==> images/congestion.png <==
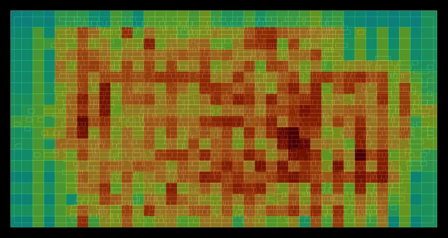
==> images/sizes.png <==
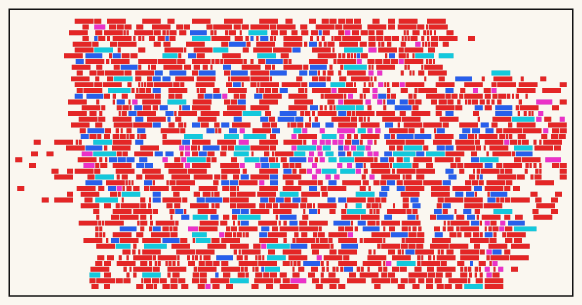
==> images/metal_density.png <==
Scale bar: 100 um. 26 x 13 tiles, from dark purple (low) to yellow (high), scaled to the fullest tile. Values are wire area over tile area, all layers added.
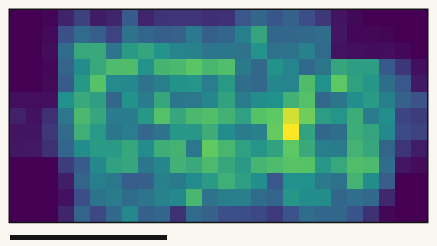
==> images/placement_by_type.png <==
Scale bar: 100 um.
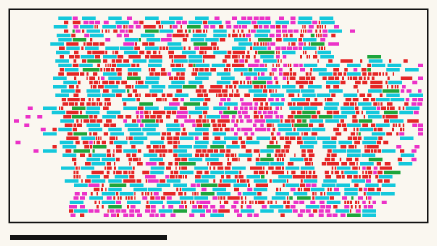
### src/rtl/intercal_alu_sequencer.sv
// Command front-end for the combinational INTERCAL ALU: fetches operands, registers s/a/b,
// classifies the ALU result, writes it back to the register file and returns a response.
module intercal_alu_sequencer #(
    parameter int AW = 3
) (
    input  logic          clk,
    input  logic          rst_n,
    input  logic          cmd_valid,
    output logic          cmd_ready,
    input  logic [3:0]    cmd_op,
    input  logic [AW-1:0] cmd_dst,
    input  logic [AW-1:0] cmd_srca,
    input  logic [AW-1:0] cmd_srcb,
    input  logic          cmd_useimm,
    input  logic [31:0]   cmd_imm,
    output logic [3:0]    alu_s,
    output logic [31:0]   alu_a,
    output logic [31:0]   alu_b,
    input  logic [31:0]   alu_f,
    output logic          rsp_valid,
    input  logic          rsp_ready,
    output logic [31:0]   rsp_data,
    output logic          rsp_err,
    output logic [1:0]    rsp_code
);

    localparam int NREG = 2 ** AW;

    // Handshakes: a transfer happens on a rising edge where valid and ready are both high.
    // cmd_ready depends only on state; rsp_valid and rsp_* stay stable until rsp_ready.
    typedef enum logic [1:0] {
        ST_IDLE = 2'd0,
        ST_EXEC = 2'd1,
        ST_RESP = 2'd2
    } state_t;

    state_t        state_q, state_d;
    logic          accept;
    logic          err;
    logic [1:0]    code;
    logic [3:0]    op_q;
    logic [AW-1:0] dst_q;
    logic [31:0]   rd_a, rd_b;
    logic [31:0]   regs [NREG];

    // r0 is hard-wired to zero on read; it is also never written.
    assign rd_a = (cmd_srca == '0) ? 32'd0 : regs[cmd_srca];
    assign rd_b = (cmd_srcb == '0) ? 32'd0 : regs[cmd_srcb];

    always_ff @(posedge clk or negedge rst_n) begin
        if (!rst_n) begin
            state_q <= ST_IDLE;
        end else begin
            state_q <= state_d;
        end
    end

    always_comb begin
        state_d   = state_q;
        cmd_ready = 1'b0;
        rsp_valid = 1'b0;
        accept    = 1'b0;
        case (state_q)
            ST_IDLE: begin
                cmd_ready = 1'b1;
                accept    = cmd_valid;
                if (cmd_valid) state_d = ST_EXEC;
            end
            ST_EXEC: state_d = ST_RESP;
            ST_RESP: begin
                rsp_valid = 1'b1;
                if (rsp_ready) state_d = ST_IDLE;
            end
            default: state_d = ST_IDLE;
        endcase
    end

    // Error classification uses the latched op and the operands already on the ALU bus.
    always_comb begin
        err  = 1'b0;
        code = 2'd0;
        if (op_q >= 4'd12) begin
            err  = 1'b1;
            code = 2'd1;
        end else if (op_q == 4'd8 && (alu_a[31:16] | alu_b[31:16]) != 16'd0) begin
            err  = 1'b1;
            code = 2'd2;
        end
    end

    always_ff @(posedge clk or negedge rst_n) begin
        if (!rst_n) begin
            alu_s    <= 4'd0;
            alu_a    <= 32'd0;
            alu_b    <= 32'd0;
            op_q     <= 4'd0;
            dst_q    <= '0;
            rsp_data <= 32'd0;
            rsp_err  <= 1'b0;
            rsp_code <= 2'd0;
        end else if (accept) begin
            alu_s <= (cmd_op >= 4'd12) ? 4'd0 : cmd_op;
            alu_a <= rd_a;
            alu_b <= cmd_useimm ? cmd_imm : rd_b;
            op_q  <= cmd_op;
            dst_q <= cmd_dst;
        end else if (state_q == ST_EXEC) begin
            rsp_data <= err ? 32'd0 : alu_f;
            rsp_err  <= err;
            rsp_code <= code;
        end
    end

    always_ff @(posedge clk or negedge rst_n) begin
        if (!rst_n) begin
            for (int i = 0; i < NREG; i++) regs[i] <= 32'd0;
        end else if (state_q == ST_EXEC && !err && dst_q != '0) begin
            regs[dst_q] <= alu_f;
        end
    end

endmodule

### config.mk
export PLATFORM = sky130hd
export DESIGN_NAME = intercal_alu_sequencer
export DESIGN_NICKNAME = d
export VERILOG_FILES = /design/src/rtl/intercal_alu_sequencer.sv
export SDC_FILE = /design/constraint.sdc
export NUM_CORES = 1
export LEC_CHECK = 0
export CAP_MARGIN = 40
export CORE_ASPECT_RATIO = 0.5
export CORE_MARGIN = 2
export CORE_UTILIZATION = 47
export CTS_CLUSTER_DIAMETER = 120
export DETAILED_ROUTE_END_ITERATION = 8
export PLACE_DENSITY = 0.7
export SLEW_MARGIN = 20
export SYNTH_ARGS = -nofsm -noshare
export SYNTH_HDL_FRONTEND = slang
export SYNTH_SLANG_ARGS = --single-unit
export TNS_END_PERCENT = 10
### constraint.sdc
create_clock -name clk -period 2.2 [get_ports clk]
set_input_delay 0.22 -clock clk [delete_from_list [all_inputs] [get_ports clk]]
set_output_delay 0.22 -clock clk [all_outputs]
set_load 0.02 [all_outputs]
==> run notes <==
impl run done, here's what came out: Placer Congestion 0.880, synthesized area per cell 11.8 um2, Met1 Wirelength 21,500 um, YS chip area 16,000 um2, cell area after synthesis 16,000 um2, crit-path cells nor4_4, nand4_1, o21ai_2, buf_6, buf_4, nand4_1, buf_4, o2bb2ai_1, first-pass iteration count of the detailed router 7, synthesized flop and latch total 336, GR peak layer met2, PnR worst setup slack -0.00580 ns, Cell area leaders dfrtp_1 (53%), mux2_2 (9.0%), o2bb2ai_1 (7.0%), failing checks setup timing, critical path class reg -> reg, top cells by count dfrtp_1 (336), mux2_2 (128), o2bb2ai_1 (128), nand2_1 (123), clkbuf_1 (84), postcts setup bufs 1, fp_density 48.1%, dpl cells 1,957, CTS tree yes, status finished, violations left, IO Count 187, fmax 0.453 GHz, Clk power 0.00644 W, Finished Layout Cells 2,018, Die Height 134 um, CP required 2.66 ns, combinational fraction of design power 37.8%, fin crit period 2.21 ns, synthesized net count 1,433, VDD IR-drop max 623 uV, Max FO, Critical Path 11, reg2reg start alu_b[17], grt ovf 0, number of port buffers 186, Synth Flop Type dfrtp_1, top sig layer met4, most frequent logic cell in the layout dfrtp_1, hold_buf cts 1, hpwl dp 34,000 um, CTS Buf Count 31, LEAKAGE 8.48 nW, post-route ant nets 0, die width 265 um, GR met3 Demand/Resource 5.93%, die area 35,600 um2, CP delay by family, top simple AND/OR/NAND/NOR gates, CTS root buf clkbuf_16, internal power 0.0183 W, final setup vio count 2, DR WL met2 24,800 um, P_comb 0.0106 W, Fin Setup TNS -0.00946 ns, Flop pwr share 39.3%, worst min path class in -> async, max_cap viols 0, DRC Markers 0, Sw Pwr 0.00983 W, crit-path max cell delay 0.42 ns, crit share post-route 100%, first-pass GRT wire length 79,900 um, placed cell area 18,900 um2, Setup Skew 0.0227 ns, layout cell share with drive strength beyond 1 22.3%, number of enable flip-flop cells 0, Late-Pin Clk Latency 0.59 ns, heaviest power group registers, Setup crit end regs[217], clock share of power 22.9%, Final #Nets 1,634, Critical R2R Capture regs[217]
Notes on congestion.png above:
met2 usage: 47.0%
total global-route track usage: 29.0%
WL per Instance: 25.8 um

Notes on sizes.png above:
Magenta shows _3 and _4 cells, cells 92, most used buf_4. Blue shows _2 cells, cells 187, most used mux2_2. Red shows _0 and _1 cells, cells 1,226, most used dfrtp_1. Cyan shows _6 and larger, cells 72, most used clkbuf_16.
Non-CTS buffers: 288
Area Overhead vs Synth: 26.4%

Notes on metal_density.png above:
The fullest tile reaches 0.67. The densest ninth of the die: center. The mean over all tiles is 0.24. 11% of the tiles are nearly empty. The emptiest ninth of the die: north-east. 29% of the tiles are over half the peak.
vias after detailed routing: 13,000
Total Wirelength: 52,000 um

Notes on placement_by_type.png above:
Cyan shows sequential cells, cells 336, share of their area 43%. Magenta shows remaining buffers and delay cells, cells 288, share of their area 15%. Green shows clock drivers and dummy loads, cells 58, share of their area 6.2%. Red shows combinational and other logic, cells 895, share of their area 37%.
number of core rows: 47
CORE AREA: 33,300 um2
Final Util: 60.8%
Seq/total area: 41.6%
final non-filler cell area: 20,200 um2

## cell families after synthesis
logic type / Yosys count / synth area share (%)
buffers and inverters: 124 / 3.32
AND/OR/NAND/NOR: 259 / 7.22
flip-flops: 336 / 52.5
multiplexers: 241 / 19.4
AND-OR/OR-AND: 391 / 17.5
## area by class of cell
cell class	instances	area [um2]	area share, %
Sequential cell	336	8410	41.6
Multi-Input combinational cell	891	7180	35.5
Timing Repair Buffer	288	2860	14.1
Clock buffer	35	801	3.96
Tap cell	441	552	2.73
Clock inverter	23	410	2.03
Inverter	4	15.0	0.0742
## registers in the layout, indices dropped and copies added, names as in the netlist, 2 cells and up
register	cells
dst_q	3
op_q	4
state_q	2
alu_s	4
regs	224
alu_b	32
rsp_code	2
alu_a	32
rsp_data	32
Power is estimated from default activity; no workload was simulated.
